**config.mk**
```make
export PLATFORM = sky130hd
export DESIGN_NAME = sha3_padder
export DESIGN_NICKNAME = d
export VERILOG_FILES = /design/src/rtl/sha3_padder.sv
export SDC_FILE = /design/constraint.sdc
export NUM_CORES = 2
export LEC_CHECK = 0
export CORE_AREA = 2 2 431 433
export DETAILED_ROUTE_END_ITERATION = 6
export DIE_AREA = 0 0 433 435
export PLACE_DENSITY_LB_ADDON = 0.1
export SKIP_CTS_REPAIR_TIMING = 1
export SLEW_MARGIN = 20
export SYNTH_ARGS = -nofsm -noshare
export SYNTH_HDL_FRONTEND = slang
export SYNTH_SLANG_ARGS = --single-unit
```
**constraint.sdc**
```tcl
create_clock -name clk -period 4.8 [get_ports clk]
set_input_delay 0.72 -clock clk [delete_from_list [all_inputs] [get_ports clk]]
set_output_delay 0.72 -clock clk [all_outputs]
set_load 0.005 [all_outputs]
```
**src/rtl/sha3_padder.sv**
```systemverilog
// Byte-stream to r-bit block assembler with SHA-3 multi-rate padding.
// Completed blocks are offered over valid/ready; block_last marks the padded final block.
module sha3_padder #(
   parameter int D = 256,
   parameter int R = 1600 - 2 * D
) (
   input  logic         clk,
   input  logic         reset_n,
   input  logic [7:0]   in_byte,
   input  logic         in_valid,
   input  logic         in_last,
   output logic         in_ready,
   output logic [R-1:0] block,
   output logic         block_valid,
   output logic         block_last,
   input  logic         block_ready
);

   localparam int NB = R / 8;
   localparam int CW = (NB > 1) ? $clog2(NB) : 1;
   localparam logic [CW-1:0] LAST_POS = CW'(NB - 1);

   typedef enum logic [1:0] {
      ACCEPT,
      PAD,
      HOLD
   } state_t;

   state_t          state_reg, state_next;
   logic [CW-1:0]   cnt_reg, cnt_next;
   logic            pend_reg, pend_next;
   logic            first_reg, first_next;
   logic            last_reg, last_next;
   logic [R-1:0]    block_reg, block_next;
   logic            at_end;
   logic [7:0]      pad_byte;

   assign at_end = (cnt_reg == LAST_POS);
   // 0x60 opens the padding, 0x01 closes it; both collapse to 0x61 in a single-byte pad.
   assign pad_byte = {1'b0, first_reg, first_reg, 4'b0000, at_end};

   always_ff @(posedge clk or negedge reset_n) begin
      if (!reset_n) begin
         state_reg <= ACCEPT;
         cnt_reg   <= '0;
         pend_reg  <= 1'b0;
         first_reg <= 1'b0;
         last_reg  <= 1'b0;
         block_reg <= '0;
      end else begin
         state_reg <= state_next;
         cnt_reg   <= cnt_next;
         pend_reg  <= pend_next;
         first_reg <= first_next;
         last_reg  <= last_next;
         block_reg <= block_next;
      end
   end

   always_comb begin
      state_next  = state_reg;
      cnt_next    = cnt_reg;
      pend_next   = pend_reg;
      first_next  = first_reg;
      last_next   = last_reg;
      block_next  = block_reg;
      in_ready    = (state_reg == ACCEPT);
      block_valid = (state_reg == HOLD);

      case (state_reg)
         ACCEPT: begin
            if (in_valid) begin
               block_next = {block_reg[R-9:0], in_byte};
               if (at_end) begin
                  // Full data block: its padding, if any, follows in a block of its own.
                  cnt_next   = '0;
                  state_next = HOLD;
                  last_next  = 1'b0;
                  pend_next  = in_last;
               end else begin
                  cnt_next = cnt_reg + CW'(1);
                  if (in_last) begin
                     state_next = PAD;
                     first_next = 1'b1;
                  end
               end
            end
         end
         PAD: begin
            block_next = {block_reg[R-9:0], pad_byte};
            first_next = 1'b0;
            if (at_end) begin
               cnt_next   = '0;
               state_next = HOLD;
               last_next  = 1'b1;
               pend_next  = 1'b0;
            end else begin
               cnt_next = cnt_reg + CW'(1);
            end
         end
         HOLD: begin
            if (block_ready) begin
               cnt_next = '0;
               if (pend_reg) begin
                  state_next = PAD;
                  first_next = 1'b1;
               end else begin
                  state_next = ACCEPT;
               end
            end
         end
         default: state_next = ACCEPT;
      endcase
   end

   assign block      = block_reg;
   assign block_last = last_reg;

endmodule

```
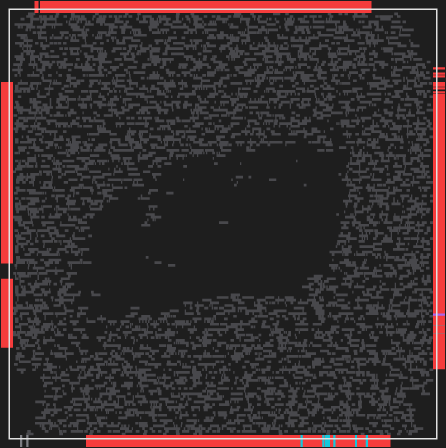
Figure 1: I/O pins on the die edge.
Pins as bars across the die edge, other pins in grey.
[purple] `block_last` | pins: 1 | direction: output | edge: right
[cyan] `in_byte` | pins: 8 | direction: input | edge: bottom
[red] `block` | pins: 1,088 | direction: output | edge: 368 top, 324 bottom, 210 right, 186 left

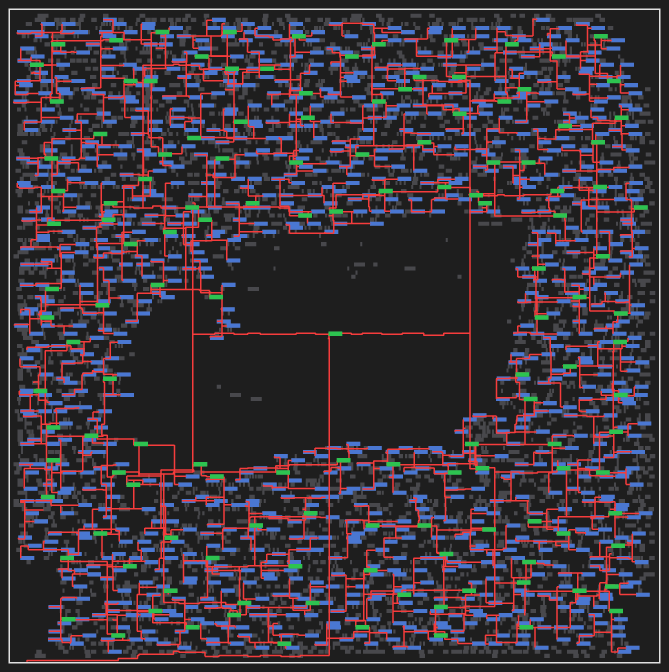
Figure 2: clock distribution.
[green] cells driving clock nets | count: 137
[red] clock wires | length: 18,300 um
[blue] flip-flops | count: 1,101
flops lie: all over the die
routed clock nets: 138

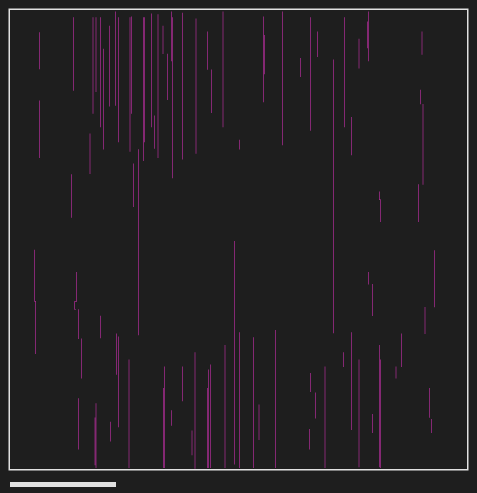
Figure 3: met4 routing.
Bar = 100 um.
longest straight run: 259 um
wire length on this layer: 6,440 um
main direction: vertical
share of all routed wire: 3.6%
nets with wire on the layer: 59

==> results.cfg <==
; implementation run metrics
[route]
met1Wirelength_mm = 74.0

[clocking]
cts.clk_slew.worst_paths_ns = 0.06
cts_inserted_buffers = 137
cts-root-buf = clkbuf_16
clockBufferDepth = 3

[grt]
met3_usage_pct = 5.11
grtUsageMet1_pct = 23.1
grtUsageMet2_pct = 30.7
overflow = 0

[final_layout]
final_util_pct = 32.4
layout.nets = 5753
area_dominant_class = registers
layout-drive-gt1-share_pct = 4.76
postLayoutCellArea_mm2 = 0.0597
n_fill_cell = 19247
lay_top_count = nand2_1
flop_area_mm2 = 0.0276
largest_register_ffs = 1088
ff_count = 1101
n_clock_buffer = 204

[min_path]
min_to = block[1084]

[final_timing]
slew_violations = 0
hold_viol_final = 0

[placed_design]
hpwl_mm = 129
placed_cells = 8079

[critical_path]
rr_endpoint = block[202]
crit_family = buffers and inverters
cp_max_fo = 20
worst-r2r-cell-count = 4

[synthesis]
ys_ff = 1101
synth_seq_share_pct = 55.9
edf_count = 0
yosys.area_share.aoi_pct = 0.543
ys.flop_type = dfrtp_1

[power_and_ir_drop]
top_power_group = registers
power.leakage_nw = 30.8
power.total_mw = 24.9
seq_power_share_pct = 43.7
clock_power_mw = 10.3
p_comb_mw = 3.77

[flow_run]
tool_warnings = 45

[status]
status = finished, final reports clean
